--- src/rtl/riscv_pkg.sv ---
// -----------------------------------------------------------------------------
// riscv_pkg
//   Shared constants for the writeback / register-unit slice.
//   Contents:
//     XLEN, NREGS        default datapath width and architectural register count
//     SP_INIT_DEFAULT    reset value of the stack pointer (x2)
//     WB_SRC_*           writeback source select encodings
//     REG_ZERO, REG_SP   special register indices
// -----------------------------------------------------------------------------
package riscv_pkg;

    localparam int XLEN  = 32;
    localparam int NREGS = 32;

    localparam logic [31:0] SP_INIT_DEFAULT = 32'h0000_03FC;

    localparam logic [1:0] WB_SRC_ALU = 2'b00;
    localparam logic [1:0] WB_SRC_DM  = 2'b01;
    localparam logic [1:0] WB_SRC_PC4 = 2'b10;
    localparam logic [1:0] WB_SRC_ILL = 2'b11;

    localparam logic [4:0] REG_ZERO = 5'd0;
    localparam logic [4:0] REG_SP   = 5'd2;

    typedef logic [4:0] reg_addr_t;

endpackage

--- src/rtl/wb_mux.sv ---
// -----------------------------------------------------------------------------
// wb_mux
//   Combinational writeback source select with illegal-encoding decode.
//   Ports:
//     i_src      in   2   source select (WB_SRC_* encodings)
//     i_alu      in   W   ALU result
//     i_dm       in   W   data-memory read data
//     i_pc4      in   W   PC+4
//     o_data     out  W   selected value, zero for the illegal encoding
//     o_illegal  out  1   high when i_src is the reserved encoding
// -----------------------------------------------------------------------------
module wb_mux
    import riscv_pkg::*;
#(
    parameter int W = XLEN
) (
    input  logic [1:0]   i_src,
    input  logic [W-1:0] i_alu,
    input  logic [W-1:0] i_dm,
    input  logic [W-1:0] i_pc4,
    output logic [W-1:0] o_data,
    output logic         o_illegal
);

    always_comb begin
        o_data    = '0;
        o_illegal = 1'b0;
        case (i_src)
            WB_SRC_ALU: o_data = i_alu;
            WB_SRC_DM:  o_data = i_dm;
            WB_SRC_PC4: o_data = i_pc4;
            default:    o_illegal = 1'b1;
        endcase
    end

endmodule

--- src/rtl/wb_reg_unit.sv ---
// -----------------------------------------------------------------------------
// wb_reg_unit
//   Writeback stage consumer of the MEM/WB register: selects the writeback
//   value, commits it to the register array, serves two bypassed read ports,
//   and keeps a retired-write counter plus a sticky illegal-source flag.
//   Ports:
//     clk            in   1      clock, all state on posedge
//     rst            in   1      synchronous active-high reset
//     incrementPCIn  in   XLEN   PC+4
//     ALUResIn       in   XLEN   ALU result
//     DMDataRdIn     in   XLEN   data-memory read data
//     rdIn           in   5      destination register
//     ru_data_srcIn  in   2      writeback source select
//     ru_writeIn     in   1      register write enable
//     rs1, rs2       in   5      read addresses
//     ru_rs1, ru_rs2 out  XLEN   read data (combinational, bypassed)
//     wb_data        out  XLEN   selected writeback value
//     wb_count       out  CNT_W  committed write count (wraps)
//     wb_src_err     out  1      sticky illegal-source flag
// -----------------------------------------------------------------------------
module wb_reg_unit #(
    parameter int                       XLEN    = riscv_pkg::XLEN,
    parameter int                       NREGS   = riscv_pkg::NREGS,
    parameter logic [riscv_pkg::XLEN-1:0] SP_INIT = riscv_pkg::SP_INIT_DEFAULT,
    parameter int                       CNT_W   = 32
) (
    input  logic             clk,
    input  logic             rst,
    input  logic [XLEN-1:0]  incrementPCIn,
    input  logic [XLEN-1:0]  ALUResIn,
    input  logic [XLEN-1:0]  DMDataRdIn,
    input  logic [4:0]       rdIn,
    input  logic [1:0]       ru_data_srcIn,
    input  logic             ru_writeIn,
    input  logic [4:0]       rs1,
    input  logic [4:0]       rs2,
    output logic [XLEN-1:0]  ru_rs1,
    output logic [XLEN-1:0]  ru_rs2,
    output logic [XLEN-1:0]  wb_data,
    output logic [CNT_W-1:0] wb_count,
    output logic             wb_src_err
);

    import riscv_pkg::*;

    logic [XLEN-1:0]  r_regs [NREGS];
    logic [CNT_W-1:0] r_count;
    logic             r_src_err;

    logic [XLEN-1:0]  w_wb_data;
    logic             w_src_ill;
    logic             w_commit;
    logic             w_bypass_en;
    logic             w_ill_req;

    wb_mux #(
        .W (XLEN)
    ) u_wb_mux (
        .i_src     (ru_data_srcIn),
        .i_alu     (ALUResIn),
        .i_dm      (DMDataRdIn),
        .i_pc4     (incrementPCIn),
        .o_data    (w_wb_data),
        .o_illegal (w_src_ill)
    );

    // ru_writeIn is the leading term so a disabled slot masks an unknown
    // source select instead of propagating it.
    assign w_commit    = ru_writeIn && (rdIn != REG_ZERO) && !w_src_ill;
    assign w_ill_req   = ru_writeIn && w_src_ill;
    assign w_bypass_en = w_commit && !rst;

    // x0 is reset to zero and never addressed by a commit, so it stays zero.
    always_ff @(posedge clk) begin
        if (rst) begin
            for (int i = 0; i < NREGS; i++) begin
                r_regs[i] <= (i == int'(REG_SP)) ? SP_INIT : '0;
            end
        end else if (w_commit) begin
            r_regs[rdIn] <= w_wb_data;
        end
    end

    always_ff @(posedge clk) begin
        if (rst) begin
            r_count   <= '0;
            r_src_err <= 1'b0;
        end else begin
            if (w_commit) begin
                r_count <= r_count + CNT_W'(1);
            end
            if (w_ill_req) begin
                r_src_err <= 1'b1;
            end
        end
    end

    // While rst is high the array may still hold pre-reset contents, so the
    // read ports report the values the array is being reset to.
    function automatic logic [XLEN-1:0] f_reset_val(input logic [4:0] addr);
        return (addr == REG_SP) ? SP_INIT : '0;
    endfunction

    always_comb begin
        ru_rs1 = r_regs[rs1];
        if (rs1 == REG_ZERO) begin
            ru_rs1 = '0;
        end else if (rst) begin
            ru_rs1 = f_reset_val(rs1);
        end else if (w_bypass_en && (rdIn == rs1)) begin
            ru_rs1 = w_wb_data;
        end
    end

    always_comb begin
        ru_rs2 = r_regs[rs2];
        if (rs2 == REG_ZERO) begin
            ru_rs2 = '0;
        end else if (rst) begin
            ru_rs2 = f_reset_val(rs2);
        end else if (w_bypass_en && (rdIn == rs2)) begin
            ru_rs2 = w_wb_data;
        end
    end

    assign wb_data    = w_wb_data;
    assign wb_count   = r_count;
    assign wb_src_err = r_src_err;

endmodule

--- config.mk ---
export PLATFORM = sky130hd
export DESIGN_NAME = wb_reg_unit
export DESIGN_NICKNAME = d
export VERILOG_FILES = /design/src/rtl/riscv_pkg.sv /design/src/rtl/wb_mux.sv /design/src/rtl/wb_reg_unit.sv
export SDC_FILE = /design/constraint.sdc
export NUM_CORES = 2
export LEC_CHECK = 0
export CORE_ASPECT_RATIO = 1.1
export CORE_MARGIN = 1
export CORE_UTILIZATION = 65
export CTS_CLUSTER_DIAMETER = 40
export DETAILED_ROUTE_END_ITERATION = 12
export GPL_TIMING_DRIVEN = 0
export PLACE_DENSITY_LB_ADDON = 0.1
export SLEW_MARGIN = 5
export SYNTH_ARGS = -nofsm -noshare
export SYNTH_HDL_FRONTEND = slang
export SYNTH_SLANG_ARGS = --single-unit
export TNS_END_PERCENT = 50
--- constraint.sdc ---
create_clock -name clk -period 4.3 [get_ports clk]
set_input_delay 0.43 -clock clk [delete_from_list [all_inputs] [get_ports clk]]
set_output_delay 0.43 -clock clk [all_outputs]
set_load 0.03 [all_outputs]
==> images/layer_met1.png <==
Drawn at 1 px/micron. Supply wires on this layer in gray.
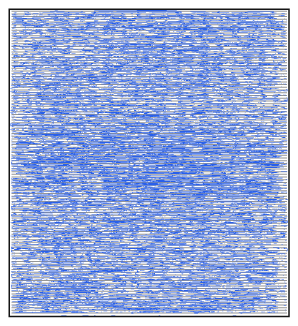
- wire length on this layer: 67.3 mm
- share of all routed wire: 29%
- nets with wire on the layer: 4484
- longest straight run: 92.5 microns
met1 Resource Use GR: 0.6327
DR vias: 44660
Routed WL: 234000 microns

==> images/layer_met2.png <==
Drawn at 1 px/micron. Cells faint in the background.
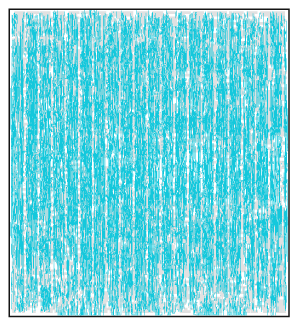
- longest straight run: 136 microns
- main direction: vertical
grt met2 use: 0.7705

==> CHANGELOG.md <==
### Physical design

- CTS sink cnt: 1057
- Setup-failing EPs final: 34
- Power density over the cells: 433.5 nW/um^2
- Switching Share: 0.2760
- Area Overhead vs Synth: 17.85%
- Setup CP Type: primary input to output pin
- Flip-flops with a built-in enable: 1024
- Biggest area cells: edfxtp_1 (56%), mux4_2 (16%), nor2_1 (7.4%)
- GR Util All Layers: 0.5542
- Compound Share, Synth: 0.07302
- Maximum capacitance violations: 0
- Worst hold stages: 3
- Largest cell class by area: sequential cells
- Worst r2r path cells: 6
- Worst r2r dst: wb_count[26]
- Run status: complete, but fails checks
- Post-synth ARST share: 0
- CTS Buffer Depth: 3
- Number of CTS-inserted buffers: 134
- Fin util: 0.7727
- Mapped Area: 54540 sq um
- Avg Cell Area, Syn: 13.24 sq um
- Fraction of area in registers: 0.4887
- Flop2flop setup slack: 2100 ps
- Placed Cells: 5489
- Finished Layout Cells: 5743
- Nonclk buf count: 703
- Failing checks: negative setup slack
- CP endpoint: ru_rs2[27]
- Yosys Instances: 4120
- Flops: 1057
- Gr ovfl total: 0
- Die Height: 305.8 microns
- Simple-gate area share of the yosys netlist: 0.09559
- Slew @ Worst Pin: 1446 ps
- Post-route DRC: 0
- CP max FO: 10
- XOR-XNOR Cells, Area Fraction: 0.003854
- NonClk Buf Share: 0.08456
- Detailed Routing Iterations Pass 1: 10
- Mapped Cells: 4120
- Critical-path top delay cell: clkdlybuf4s50_1
- Net Switching: 0.007692 W
- Inverters: 41
- Worst Path Required: 3870 ps
- Top_reg_cell synth: edfxtp_1
- Vias per cell: 7.776
- Clk_lat worst skew: 770 ps
- Most common cell on crit path: clkbuf_2
- Final worst setup slack: -231.5 ps
- Final hold vios: 0
- Die Width: 278.2 microns
- Dpl hpwl: 163100 microns
- # rows: 111
- Final Net Count: 4673
- Final Wtd Congestion: 1.133
- Worst clock skew: 20.59 ps
- CP cell instances: clkbuf_2 -> inv_1 -> clkbuf_2 -> a221o_1 -> nor3_2 -> nor3_1 -> a211oi_2 -> clkdlybuf4s50_1
- Crit path time final: 4531 ps
- Adder Area Share: 0.0002294
- Top post-synthesis cells by count: nor2_1 (1082), edfxtp_1 (1024), mux4_2 (384)
- # fillers: 5075
- Multi-In Gates: 2619
- Synth top cell by count: nor2_1
- Setup TNS: -3469 ps
- Peak Freq: 220.7 MHz
- Worst hold path class: primary input to flip-flop
- # hold bufs at CTS: 0
- First-pass GRT wire length: 317700 microns
- Gate power share: 0.146
- Setup bufs post-CTS: 3
- Stage-log warning count: 29
- Yosys warnings: 0
==> images/layer_met3.png <==
Drawn at 1 px/micron.
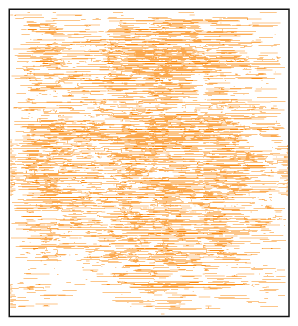
- main direction: horizontal
- longest straight run: 140 microns
- nets with wire on the layer: 1241
- share of all routed wire: 17%
- wire length on this layer: 39.1 mm
M3 GR Usage: 0.2446

==> images/layer_met4.png <==
Drawn at 1 px/micron. Supply wires on this layer in gray.
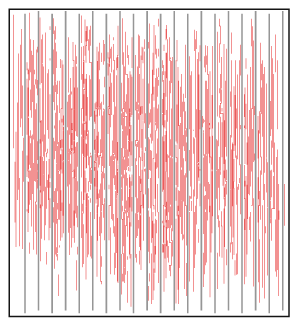
- share of all routed wire: 13%
- wire length on this layer: 29.7 mm
- longest straight run: 162 microns
- nets with wire on the layer: 471

## metrics by stage
stage / hold slack, ps / worst slack (ps) / power (W)
floorplan: 597.3 / 1401 / 0.01432
global placement: 452.3 / -1057 / 0.01589
detailed placement: 460.8 / -1054 / 0.01605
CTS: 375.7 / -95.37 / 0.02732
global route: 402.5 / -17.05 / 0.02803
finish: 385.6 / -231.5 / 0.02787
## routing by layer
layer / global-route usage / part of all wire
met1: 0.6327 / 0.29
met2: 0.7705 / 0.42
met3: 0.2446 / 0.17
met4: 0.5380 / 0.13
met5: 0.006838 / 0.00074
## worst min-delay path by stage
stage | end | slack (ps)
3_5_place_dp | wb_src_err | 460
4_1_cts | wb_src_err | 380
2_1_floorplan | wb_src_err | 600
3_3_place_gp | wb_src_err | 450
6_report | wb_src_err | 390
5_1_grt | wb_src_err | 400
## state kept, by name, indices dropped and copies added, names as in the netlist
name / flops
r_regs: 1024
wb_count: 32
wb_src_err: 1
## cell usage in the layout, fill, tap and decap left out, drive strengths merged, types with 14 or more instances in the layout
master         count
dfxtp             33
mux4             384
conb              32
clkinvlp          17
clkinv            41
nor2            1083
edfxtp          1024
a22oi             49
bufinv            16
a21oi             94
clkdlybuf4s50    214
mux2i            257
mux2              35
buf              199
nand2             89
o21a              42
clkbuf           425
nor3              31
xnor2             14
o21ai             56
o22ai            176
a221oi            62
o211ai            49
inv               57
## power groups by stage
| stage | sequential [W] | combinational, W | clock, W |
|---|---|---|---|
| final | 0.0121 | 0.00408 | 0.0117 |
| after global routing | 0.0122 | 0.00402 | 0.0118 |
| after CTS | 0.0121 | 0.00378 | 0.0114 |
| after detailed placement | 0.0123 | 0.00374 | 0 |
| after global placement | 0.0123 | 0.00361 | 0 |
| after floorplan | 0.0122 | 0.00211 | 0 |
Power and IR drop assume default switching activity.
